[config.mk]
export PLATFORM = sky130hd
export DESIGN_NAME = ex_stage
export DESIGN_NICKNAME = d
export VERILOG_FILES = /design/src/rtl/ex_stage.sv
export SDC_FILE = /design/constraint.sdc
export NUM_CORES = 1
export LEC_CHECK = 0
export ABC_CLOCK_PERIOD_IN_PS = 6600
export CAP_MARGIN = 20
export CORE_MARGIN = 3
export CORE_UTILIZATION = 40
export DETAILED_ROUTE_END_ITERATION = 10
export REMOVE_ABC_BUFFERS = 1
export SLEW_MARGIN = 5
export SYNTH_ARGS = -nofsm -noshare
export SYNTH_HDL_FRONTEND = slang
export SYNTH_SLANG_ARGS = --single-unit
[constraint.sdc]
create_clock -name clk -period 6.6 [get_ports clk]
set_clock_uncertainty 0.15 [all_clocks]
set_input_delay 1.32 -clock clk [delete_from_list [all_inputs] [get_ports clk]]
set_output_delay 1.32 -clock clk [all_outputs]
set_load 0.03 [all_outputs]
[src/rtl/ex_stage.sv]
// MiniRiscV execute stage: ALU, store data and registered memory-stage bundle.
// Optional multiply/divide support (iterative radix-2 divider) is built when EX_MULDIV_EN is defined.
module ex_stage (
    input  logic        clk,
    input  logic        rst,
    input  logic        Flush,
    input  logic        InValid,
    input  logic [4:0]  AluOp,
    input  logic [31:0] Rs1Val,
    input  logic [31:0] Rs2Val,
    input  logic [31:0] Imm,
    input  logic        UseImm,
    input  logic [31:0] Pc,
    input  logic        MemReadIn,
    input  logic        MemWriteIn,
    input  logic        MemtoRegIn,
    input  logic        RegWriteIn,
    input  logic [4:0]  RdIn,
    output logic        Busy,
    output logic        OutValid,
    output logic [31:0] ALUResult,
    output logic [31:0] DataIn,
    output logic        MemRead,
    output logic        MemWrite,
    output logic        MemtoReg,
    output logic        RegWrite,
    output logic [4:0]  Rd
);

    logic [31:0] op_b_s;
    logic [31:0] alu_s;
    logic        accept_s;

    assign op_b_s   = UseImm ? Imm : Rs2Val;
    assign accept_s = InValid & ~Busy & ~Flush;

`ifdef EX_MULDIV_EN
    localparam int DIV_CYCLES = 32;

    typedef enum logic [0:0] {IDLE = 1'b0, DIV = 1'b1} state_t;

    state_t      state_r;
    logic [4:0]  cnt_r;
    logic [31:0] quo_r;
    logic [31:0] rem_r;
    logic [31:0] dvs_r;
    logic [31:0] dvd_raw_r;
    logic [31:0] din_r;
    logic        q_neg_r;
    logic        r_neg_r;
    logic        is_rem_r;
    logic        dvs_zero_r;
    logic [3:0]  ctl_r;
    logic [4:0]  rd_r;
    logic [63:0] mul_a_s;
    logic [63:0] mul_b_s;
    logic [63:0] prod_s;
    logic [32:0] trial_s;
    logic        ge_s;
    logic [31:0] quo_nx_s;
    logic [31:0] rem_nx_s;
    logic [31:0] div_res_s;
    logic        is_div_s;
    logic        div_signed_s;
    logic        neg_a_s;
    logic        neg_b_s;

    assign Busy         = (state_r == DIV);
    assign is_div_s     = (AluOp >= 5'd20) && (AluOp <= 5'd23);
    assign div_signed_s = (AluOp == 5'd20) || (AluOp == 5'd22);
    assign neg_a_s      = div_signed_s & Rs1Val[31];
    assign neg_b_s      = div_signed_s & op_b_s[31];

    // 64-bit product; A is zero-extended only for MULHU, B sign-extended only for MUL/MULH
    always_comb begin
        mul_a_s = {{32{Rs1Val[31] & (AluOp != 5'd19)}}, Rs1Val};
        mul_b_s = {{32{op_b_s[31] & ((AluOp == 5'd16) || (AluOp == 5'd17))}}, op_b_s};
        prod_s  = mul_a_s * mul_b_s;
    end

    // One restoring step on magnitudes plus the sign-corrected / special-case result
    always_comb begin
        trial_s  = {rem_r, quo_r[31]} - {1'b0, dvs_r};
        ge_s     = ~trial_s[32];
        quo_nx_s = {quo_r[30:0], ge_s};
        if (ge_s) begin
            rem_nx_s = trial_s[31:0];
        end else begin
            rem_nx_s = {rem_r[30:0], quo_r[31]};
        end
        if (dvs_zero_r) begin
            div_res_s = is_rem_r ? dvd_raw_r : 32'hFFFF_FFFF;
        end else if (is_rem_r) begin
            div_res_s = r_neg_r ? (32'd0 - rem_nx_s) : rem_nx_s;
        end else begin
            div_res_s = q_neg_r ? (32'd0 - quo_nx_s) : quo_nx_s;
        end
    end
`else
    assign Busy = 1'b0;
`endif

    // Single-cycle ALU result selection
    always_comb begin
        alu_s = 32'd0;
        case (AluOp)
            5'd0:    alu_s = Rs1Val + op_b_s;
            5'd1:    alu_s = Rs1Val - op_b_s;
            5'd2:    alu_s = Rs1Val << op_b_s[4:0];
            5'd3:    alu_s = {31'd0, $signed(Rs1Val) < $signed(op_b_s)};
            5'd4:    alu_s = {31'd0, Rs1Val < op_b_s};
            5'd5:    alu_s = Rs1Val ^ op_b_s;
            5'd6:    alu_s = Rs1Val >> op_b_s[4:0];
            5'd7:    alu_s = $signed(Rs1Val) >>> op_b_s[4:0];
            5'd8:    alu_s = Rs1Val | op_b_s;
            5'd9:    alu_s = Rs1Val & op_b_s;
            5'd10:   alu_s = op_b_s;
            5'd11:   alu_s = Pc + op_b_s;
            5'd12:   alu_s = Pc + 32'd4;
`ifdef EX_MULDIV_EN
            5'd16:   alu_s = prod_s[31:0];
            5'd17:   alu_s = prod_s[63:32];
            5'd18:   alu_s = prod_s[63:32];
            5'd19:   alu_s = prod_s[63:32];
`endif
            default: alu_s = 32'd0;
        endcase
    end

    // Output bundle register and divider FSM; every edge defaults to a bubble
    always_ff @(posedge clk) begin
        if (rst) begin
            OutValid  <= 1'b0;
            ALUResult <= 32'd0;
            DataIn    <= 32'd0;
            MemRead   <= 1'b0;
            MemWrite  <= 1'b0;
            MemtoReg  <= 1'b0;
            RegWrite  <= 1'b0;
            Rd        <= 5'd0;
`ifdef EX_MULDIV_EN
            state_r    <= IDLE;
            cnt_r      <= 5'd0;
            quo_r      <= 32'd0;
            rem_r      <= 32'd0;
            dvs_r      <= 32'd0;
            dvd_raw_r  <= 32'd0;
            din_r      <= 32'd0;
            q_neg_r    <= 1'b0;
            r_neg_r    <= 1'b0;
            is_rem_r   <= 1'b0;
            dvs_zero_r <= 1'b0;
            ctl_r      <= 4'd0;
            rd_r       <= 5'd0;
`endif
        end else begin
            OutValid  <= 1'b0;
            ALUResult <= 32'd0;
            DataIn    <= 32'd0;
            MemRead   <= 1'b0;
            MemWrite  <= 1'b0;
            MemtoReg  <= 1'b0;
            RegWrite  <= 1'b0;
            Rd        <= 5'd0;
`ifdef EX_MULDIV_EN
            if (Flush) begin
                state_r <= IDLE;
            end else begin
                case (state_r)
                    IDLE: begin
                        if (accept_s && is_div_s) begin
                            quo_r      <= neg_a_s ? (32'd0 - Rs1Val) : Rs1Val;
                            rem_r      <= 32'd0;
                            dvs_r      <= neg_b_s ? (32'd0 - op_b_s) : op_b_s;
                            dvd_raw_r  <= Rs1Val;
                            din_r      <= Rs2Val;
                            q_neg_r    <= neg_a_s ^ neg_b_s;
                            r_neg_r    <= neg_a_s;
                            is_rem_r   <= AluOp[1];
                            dvs_zero_r <= (op_b_s == 32'd0);
                            ctl_r      <= {MemReadIn, MemWriteIn, MemtoRegIn, RegWriteIn};
                            rd_r       <= RdIn;
                            cnt_r      <= 5'(DIV_CYCLES - 1);
                            state_r    <= DIV;
                        end else if (accept_s) begin
                            OutValid  <= 1'b1;
                            ALUResult <= alu_s;
                            DataIn    <= Rs2Val;
                            {MemRead, MemWrite, MemtoReg, RegWrite} <= {MemReadIn, MemWriteIn, MemtoRegIn, RegWriteIn};
                            Rd        <= RdIn;
                        end
                    end
                    DIV: begin
                        quo_r <= quo_nx_s;
                        rem_r <= rem_nx_s;
                        if (cnt_r == 5'd0) begin
                            OutValid  <= 1'b1;
                            ALUResult <= div_res_s;
                            DataIn    <= din_r;
                            {MemRead, MemWrite, MemtoReg, RegWrite} <= ctl_r;
                            Rd        <= rd_r;
                            state_r   <= IDLE;
                        end else begin
                            cnt_r <= cnt_r - 5'd1;
                        end
                    end
                    default: state_r <= IDLE;
                endcase
            end
`else
            if (accept_s) begin
                OutValid  <= 1'b1;
                ALUResult <= alu_s;
                DataIn    <= Rs2Val;
                {MemRead, MemWrite, MemtoReg, RegWrite} <= {MemReadIn, MemWriteIn, MemtoRegIn, RegWriteIn};
                Rd        <= RdIn;
            end
`endif
        end
    end

endmodule

==> run_1/met1.png <==
The bar under the picture is 50 um long.
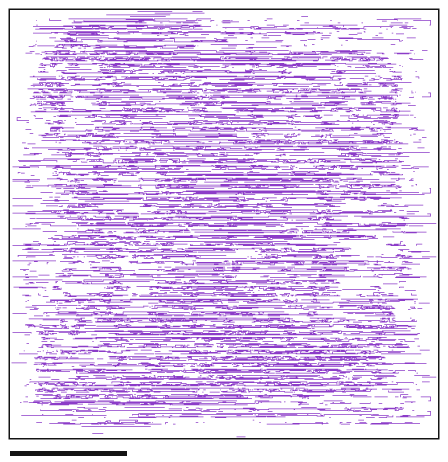
share of all routed wire	43%
nets with wire on the layer	2004
via count: 15.0k
Routed WL: 63.5 mm
met1 usage: 51.6%

==> run_1/met2.png <==
The bar under the picture is 50 um long.
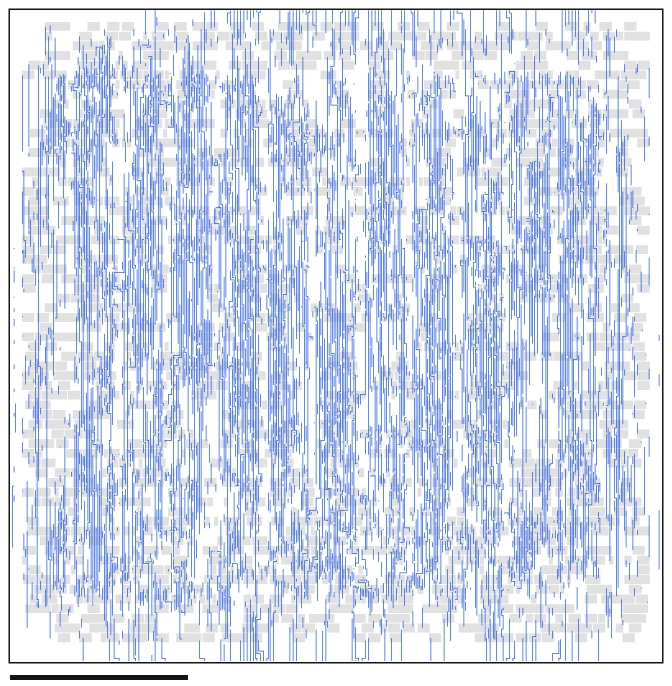
longest straight run	88.4 um
nets with wire on the layer	1818
wire length on this layer	26.8 mm
share of all routed wire	42%

==> impl_metrics.ini, run 1 <==
; synthesis and place-and-route metrics
[grt]
grt_first_pass_wirelength_mm = 92.3
grt_use_total_pct = 36.4
grt_max_degree = 62
grtUsageMet2_pct = 54.4

[hold_path]
whs_path_depth = 2

[setup_path]
crit_path_max_fanout = 17
critPathTopFamily = AND-OR/OR-AND gates
cp.buffers_inverters = 2

[logic_synthesis]
ys_cells = 1770
yosysChipArea_um2 = 12500
postSynthCellCount = 1770

[finish]
combGateArea_um2 = 10300
fin_area_um2 = 15600
utilization_pct = 51.0
seq_area_um2 = 1480

[timing]
worst_pin_slew_ns = 1.17
finalCriticalPeriod_ns = 6.12
max_freq_ghz = 0.163

[place]
numPlacedInstances = 2338
place_ws_ns = 0.348

[run_status]
outcome = finished clean

[clock_tree]
clock_path_buffers = 2
cts_tree = done
clk_pin_slew_worst_paths_ns = 0.07

[drt]
first_pass_iters = 6

[floorplan]
tapCellCount = 396
==> run_1/met3.png <==
The bar under the picture is 50 um long.
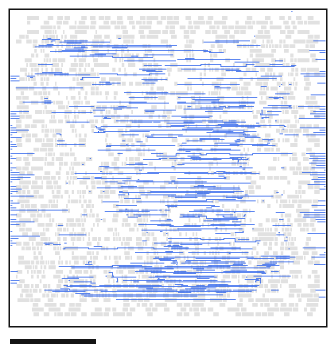
main direction	horizontal
wire length on this layer	7190 um

## run 1: logic make-up after synthesis
logic type               after synthesis
adder cells (fa/ha/maj)              141
other                                  1
flip-flops                            74
multiplexers                         154
AND-OR/OR-AND                        531
buffers and inverters                206
AND/OR/NAND/NOR                      588
XOR/XNOR                              75
## run 1: power by group through the flow
| stage | sequential (mW) | clock, mW | combinational (mW) |
|---|---|---|---|
| after floorplan | 0.486 | 0 | 0.706 |
| after global placement | 0.467 | 0 | 1.21 |
| after detailed placement | 0.468 | 0 | 1.21 |
| after CTS | 0.458 | 0.630 | 1.22 |
| after global routing | 0.458 | 0.643 | 1.33 |
| final | 0.457 | 0.613 | 1.26 |
==> run 2: changes to the inputs <==
--- a/config.mk
+++ b/config.mk
@@ -10,7 +10,6 @@
 export CORE_MARGIN = 3
 export CORE_UTILIZATION = 40
 export DETAILED_ROUTE_END_ITERATION = 10
-export REMOVE_ABC_BUFFERS = 1
 export SLEW_MARGIN = 5
 export SYNTH_ARGS = -nofsm -noshare
 export SYNTH_HDL_FRONTEND = slang
==> run_2/met3.png <==
The bar under the picture is 50 um long.
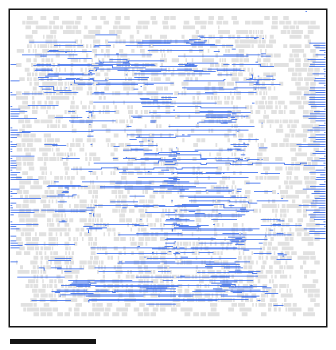
share of all routed wire	12%
nets with wire on the layer	392
wire length on this layer	7330 um

==> impl_metrics.ini, run 2 <==
; synthesis and place-and-route metrics
[finish]
fin_area_um2 = 15600
nets = 2244
utilization_pct = 51.0

[run_status]
outcome = finished clean

[drt]
num_vias = 15100
first_pass_iters = 6
drt_wl_total_mm = 63.5

[power_and_ir_drop]
pg_clk_uw = 625
top_power_group = combinational logic
power_frac_seq_pct = 19.6
comb_cell_power_mw = 1.26
powerSeq_uw = 458

[logic_synthesis]
postSynthCellCount = 1770
yosys.area.top_type_share_pct = 13.9
yosysChipArea_um2 = 12500
ys_cells = 1770

[timing]
max_freq_ghz = 0.165
worst_pin_slew_ns = 1.22

[setup_path]
crit_path_max_fanout = 22
worst-setup-path-type = in -> reg
critPathTopFamily = AND-OR/OR-AND gates
cp-end-kind = flop

[clock_tree]
cts_tree = done
clkSinkCount = 74
clock_path_buffers = 2
clk_pin_slew_worst_paths_ns = 0.07

[place]
numPlacedInstances = 2341
place_ws_ns = 0.303

[grt]
grt_use_total_pct = 36.8
met1_usage_pct = 50.5
grt_max_degree = 51
grt_pass1_vias = 14300
grtUsageMet2_pct = 55.6
grt_first_pass_wirelength_mm = 93.1

[floorplan]
initCoreUtil_pct = 40.7
## run 2: path summary, 6_finish.rpt
kind,from,cells past startpoint,end,slack [ns]
worst max-delay path,AluOp[3],17,ALUResult[30],0.55
worst min-delay path,RdIn[3],2,Rd[3],1.35
## run 2: layout make-up
type / count / area, um2
flip-flops and latches: 74 / 1480
multi-input cells: 1490 / 10300
repair buffers: 280 / 2650
clock buffers: 12 / 256
clock inverters: 4 / 97.6
fillers: 3113 / 15000
inverters: 101 / 379
well taps: 396 / 495
## run 2: logic make-up (layout without fill, tap and decap cells)
logic type,Yosys count,count (layout),synth area share [%]
simple gates,588,588,21.9
buf+inv,206,397,6.56
flops,74,74,11.9
other cells,1,1,0.0300
fa+ha+maj,141,141,14.2
compound gates,531,531,27.5
mux,154,154,12.7
xor+xnor,75,75,5.26
==> run 3: changes to the inputs <==
--- a/config.mk
+++ b/config.mk
@@ -10,6 +10,7 @@
 export CORE_MARGIN = 3
 export CORE_UTILIZATION = 40
 export DETAILED_ROUTE_END_ITERATION = 10
+export MAX_ROUTING_LAYER = met4
 export SLEW_MARGIN = 5
 export SYNTH_ARGS = -nofsm -noshare
 export SYNTH_HDL_FRONTEND = slang
==> run_3/met2.png <==
The bar under the picture is 50 um long.
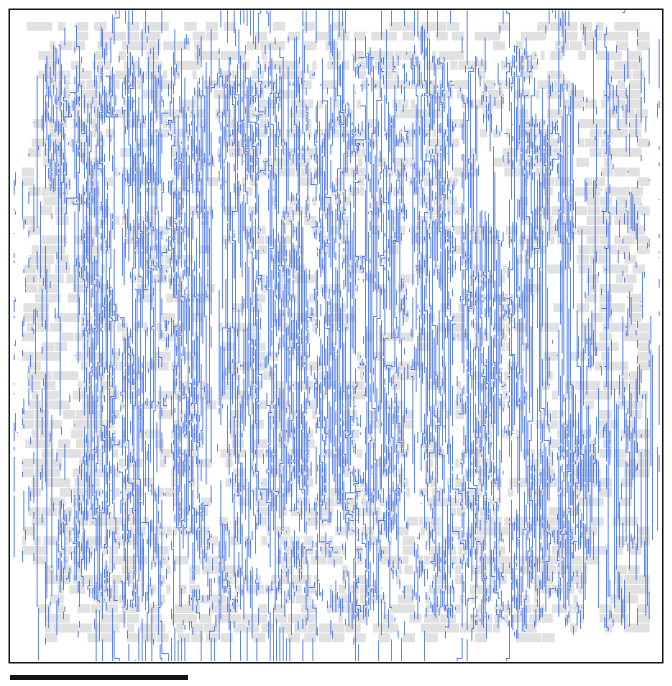
main direction	vertical
nets with wire on the layer	1838

==> impl_metrics.ini, run 3 <==
; synthesis and place-and-route metrics
[run_status]
outcome = finished clean

[finish]
combGateArea_um2 = 10300
dominant_cells = multi-input combinational cells
nets = 2240
fin_area_um2 = 15600
flop-count = 74
inv_count = 101
utilization_pct = 50.8
comb_share_pct = 66.0
fillCellCount = 3065
seq-cell-share_pct = 9.50
buf_share_pct = 16.9
clock_buffers = 10
seq_area_um2 = 1480

[clock_tree]
cts_tree = done
clkSinkCount = 74

[logic_synthesis]
ys_cells = 1770
yosysChipArea_um2 = 12500
yosys.area.top_type_share_pct = 13.9

[timing]
worst_pin_slew_ns = 1.09
max_freq_ghz = 0.160

[drt]
drt_wl_total_mm = 63.9
num_vias = 15100

[power_and_ir_drop]
powerSeq_uw = 457
comb_cell_power_mw = 1.26
top_power_group = combinational logic

[setup_path]
critPathTopFamily = AND-OR/OR-AND gates
cp.buffers_inverters = 2
crit_path_max_fanout = 24
cp-end-kind = flop
worst-setup-path-type = in -> reg

[place]
numPlacedInstances = 2336
place_ws_ns = 0.177

[hold_path]
whs_path_depth = 2
min_to = MemtoReg

[floorplan]
initCoreUtil_pct = 40.7

[grt]
grt_pass1_vias = 14100
grt_first_pass_wirelength_mm = 92.3
==> run 3: layer usage <==
| layer | vias up | GRT usage (%) | share of wire [%] |
|---|---|---|---|
| met1 | 7233 | 50.8 | 44 |
| met3 | 110 | 8.77 | 11 |
| met5 | - | - | 0 |
| li1 | 6809 | - | - |
| met4 | 0 | 11.2 | 2.8 |
| met2 | 959 | 55.9 | 43 |
==> run 3: cells by family after synthesis <==
| family | after synthesis | share of synthesized area, % |
|---|---|---|
| AND/OR/NAND/NOR | 588 | 21.9 |
| AND-OR/OR-AND | 531 | 27.5 |
| buffers and inverters | 206 | 6.56 |
| multiplexers | 154 | 12.7 |
| adder cells (fa/ha/maj) | 141 | 14.2 |
| XOR/XNOR | 75 | 5.26 |
| flip-flops | 74 | 11.9 |
| other | 1 | 0.0300 |
No activity file was given, so power comes from the tool's default toggle rates.
